**Congestion heat map**

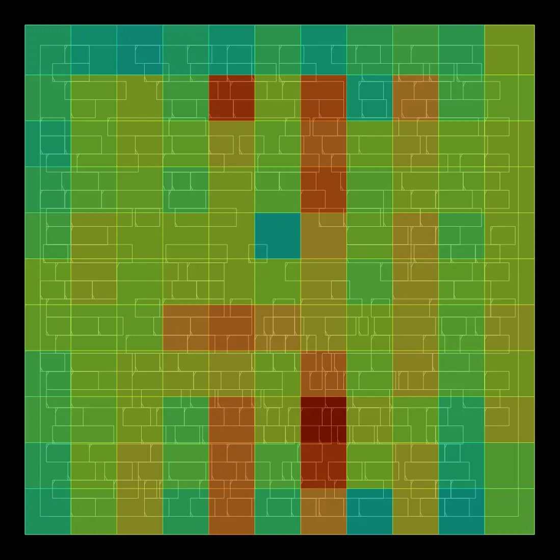
**Metal layers overlaid**

Two of the layers only.
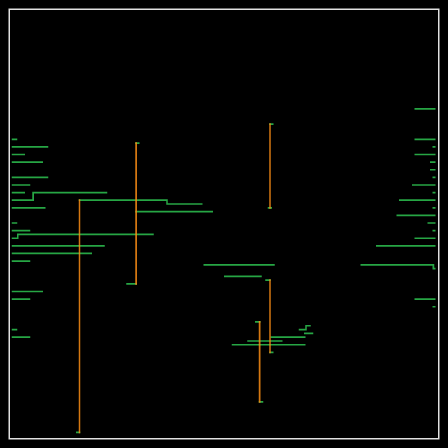
[config.mk]
export PLATFORM = sky130hd
export DESIGN_NAME = reg_dump_scanner
export DESIGN_NICKNAME = d
export VERILOG_FILES = /design/src/rtl/reg_dump_pkg.sv /design/src/rtl/reg_dump_scanner.sv
export SDC_FILE = /design/constraint.sdc
export NUM_CORES = 1
export LEC_CHECK = 0
export CAP_MARGIN = 0
export CORE_MARGIN = 2
export CORE_UTILIZATION = 45
export CTS_BUF_LIST = sky130_fd_sc_hd__clkbuf_4
export CTS_CLUSTER_DIAMETER = 120
export DETAILED_ROUTE_END_ITERATION = 8
export PLACE_DENSITY = 0.82
export SYNTH_ARGS = -nofsm -noshare
export SYNTH_HDL_FRONTEND = slang
export SYNTH_SLANG_ARGS = --single-unit
[constraint.sdc]
create_clock -name clk -period 1.98 [get_ports clk]
set_input_delay 0.198 -clock clk [delete_from_list [all_inputs] [get_ports clk]]
set_output_delay 0.198 -clock clk [all_outputs]
set_load 0.01 [all_outputs]
[src/rtl/reg_dump_pkg.sv]
// Shared types and defaults for the debug register-readout scanner.
package reg_dump_pkg;

    localparam int SW_DEF = 5;
    localparam int DW_DEF = 32;
    localparam int NREG   = 1 << SW_DEF;

    typedef enum logic [1:0] {
        IDLE,
        SETUP,
        VALID,
        DONE
    } state_t;

endpackage

[src/rtl/reg_dump_scanner.sv]
// Walks a wrapping range of register indices on the CPU debug port and
// streams each captured (index, value) pair out over valid/ready.
module reg_dump_scanner
    import reg_dump_pkg::*;
#(
    parameter int SW       = SW_DEF,
    parameter int DW       = DW_DEF,
    parameter int READ_LAT = 0
) (
    input  logic          clk,
    input  logic          rstn,
    input  logic          start,
    input  logic          abort,
    input  logic [SW-1:0] first_sel,
    input  logic [SW-1:0] last_sel,
    output logic [SW-1:0] reg_sel,
    input  logic [DW-1:0] reg_data,
    output logic          out_valid,
    input  logic          out_ready,
    output logic [SW-1:0] out_sel,
    output logic [DW-1:0] out_data,
    output logic          busy,
    output logic          done
);

    localparam int            CW  = (READ_LAT < 1) ? 1 : $clog2(READ_LAT + 1);
    localparam logic [CW-1:0] LAT = CW'(READ_LAT);

    state_t        state, state_n;
    logic [CW-1:0] cnt, cnt_n;
    logic [SW-1:0] last_q, last_n;
    logic [SW-1:0] sel_n, osel_n;
    logic [DW-1:0] odata_n;

    always_ff @(posedge clk or negedge rstn) begin
        if (!rstn) begin
            state    <= IDLE;
            cnt      <= '0;
            last_q   <= '0;
            reg_sel  <= '0;
            out_sel  <= '0;
            out_data <= '0;
        end else begin
            state    <= state_n;
            cnt      <= cnt_n;
            last_q   <= last_n;
            reg_sel  <= sel_n;
            out_sel  <= osel_n;
            out_data <= odata_n;
        end
    end

    always_comb begin
        state_n = state;
        cnt_n   = cnt;
        last_n  = last_q;
        sel_n   = reg_sel;
        osel_n  = out_sel;
        odata_n = out_data;
        // Abort beats everything, including an entry transferring on the same edge.
        if (abort && state != IDLE) begin
            state_n = IDLE;
        end else begin
            case (state)
                IDLE: begin
                    if (start) begin
                        last_n  = last_sel;
                        sel_n   = first_sel;
                        cnt_n   = '0;
                        state_n = SETUP;
                    end
                end
                SETUP: begin
                    if (cnt == LAT) begin
                        odata_n = reg_data;
                        osel_n  = reg_sel;
                        state_n = VALID;
                    end else begin
                        cnt_n = cnt + 1'b1;
                    end
                end
                VALID: begin
                    if (out_ready) begin
                        if (out_sel == last_q) begin
                            state_n = DONE;
                        end else begin
                            sel_n   = reg_sel + 1'b1;  // wraps naturally at 2^SW
                            cnt_n   = '0;
                            state_n = SETUP;
                        end
                    end
                end
                DONE:    state_n = IDLE;
                default: state_n = IDLE;
            endcase
        end
    end

    assign out_valid = (state == VALID);
    assign busy      = (state != IDLE);
    assign done      = (state == DONE);

endmodule

==> impl_metrics.csv <==
group,metric,value,unit
place,io_buffers,91,
cts,postCtsHoldBufs,1,
yosys,top_cell_area_share,51.85,%
cts,cts.sinks,49,
final_layout,sh_comb_area,29.96,%
yosys,synthXorXnorAreaFrac,2.487,%
grt,antenna_found_initial,0,
cts,cts_buffer_depth,2,
sta,min_period,1.917,ns
sta,fin_tns_setup,0,ns
yosys,yosysWarnings,0,
yosys,synth_nets,201,
yosys,yosys_area,0.002365,mm2
detailed_routing,drtIter0Drc,118,
yosys,fa_ha_area_share,0.5291,%
yosys,top_logic_kind,"multiplexers",
worst_setup_path,path_class,"flip-flop to output port",
die,ioPinCount,92,
final_layout,seq_cells,49,
die,fp_util,46.60,%
grt,grt_max_degree,50,
worst_setup_path,slowest_delay,0.52,ns
yosys,top_cell,"dfrtp_1",
run_status,status,"complete, no violations",
detailed_routing,vias,1614,
detailed_routing,routed.top_layer,"met4",
detailed_routing,drc_errors,0,
final_layout,largest_class,"registers",
cts,postCtsSetupBuffers,0,
detailed_routing,wirelength,4955,um
worst_setup_path,startpoint_type,"flip-flop",
detailed_routing,viasPerCell,4.981,
sta,rsz0062_at_grt,"false",
final_layout,num-multi-input-gates,90,
yosys,synth-edff-count,0,
yosys,synth.distinct_cells,37,
final_layout,n_all_inverters,10,
final_layout,buffer_area_share,28.18,%
cts,cts_resized,1,
worst_setup_path,cp.arrival,1.72,ns
sta,final.setup_skew,0.01142,ns
sta,hold_slack,0.4023,ns
die,dieArea,0.005851,mm2
final_layout,clk_share,2.299,%
final_layout,flop_area,0.001229,mm2
sta,hold_viol_final,0,
detailed_routing,routedLengthMet1,2097,um
die,die_w,76.49,um
yosys,yosys_cells,153,
final_layout,final_core_util,67.55,%
-- 'congestion heat map' (at the start) --
M1 GR Usage: 22.83%
busiest layer in global routing: met2
GRT Util Overall: 17.08%
GR Util met2: 26.81%

-- 'metal layers overlaid' (at the start) --
| layer | colour | wire length |
|---|---|---|
| M3 | green | 274 um |
| M4 | orange | 109 um |

## metal layers
layer	up-vias	global-route usage [%]
met3	11	3.436
met4	0	8.000
li1	752	-
met1	788	22.83
met5	-	0
met2	63	26.81
## worst min-delay path, stage by stage
cell	delay, ns
clkdlybuf4s50_1	0.39
inv_1	0.06
a221oi_1	0.08
## placed cells by master, fill, tap and decap left out, types with 3 or more instances in the layout
master           instances
mux2_2                  12
nand2b_4                 3
dfrtp_1                 47
clkbuf_4                 5
clkdlybuf4s50_1         90
buf_4                    4
nor3_1                   3
a221oi_1                 4
xnor2_1                  3
mux2_4                  30
nand3_1                  3
nand2_1                  3
inv_1                    8
## kinds of logic (layout without fill, tap and decap cells)
logic type,Yosys count,count (layout)
fa+ha+maj,1,1
mux,42,42
compound gates,17,17
simple gates,25,25
flops,49,49
buf+inv,14,115
xor+xnor,5,5
## path summary, 6_finish.rpt
path,cells past startpoint,slack [ns],end,start
min in group asynchronous,3,0.45,out_sel[2],rstn
max reg2reg,4,0.39,out_sel[4],state[1]
max,2,0.06,busy,state[1]
min reg2reg,1,0.52,out_data[21],out_data[21]
max in group asynchronous,3,1.09,state[1],rstn
min,3,0.40,reg_sel[0],first_sel[0]
## power breakdown
part | switching (W) | internal, W
clock | 0.000311 | 0.000262
combinational | 0.000713 | 0.00126
sequential | 0.000282 | 0.00137
total | 0.00131 | 0.00289
## registers in the layout, indices dropped and copies added (netlist names)
signal    count
state         2
last_q        5
out_data     32
reg_sel       5
out_sel       5
## per-stage QoR
stage,total power [W],worst slack (ns),std cells,area [um2]
floorplan,0.002671,0.5177,153,2365
global placement,0.003588,0.2457,312,3314
detailed placement,0.003625,0.1456,312,3314
CTS,0.004221,0.006201,321,3405
global route,0.004427,0.005080,324,3428
finish,0.004192,0.06320,324,3428
Power and IR drop assume default switching activity.
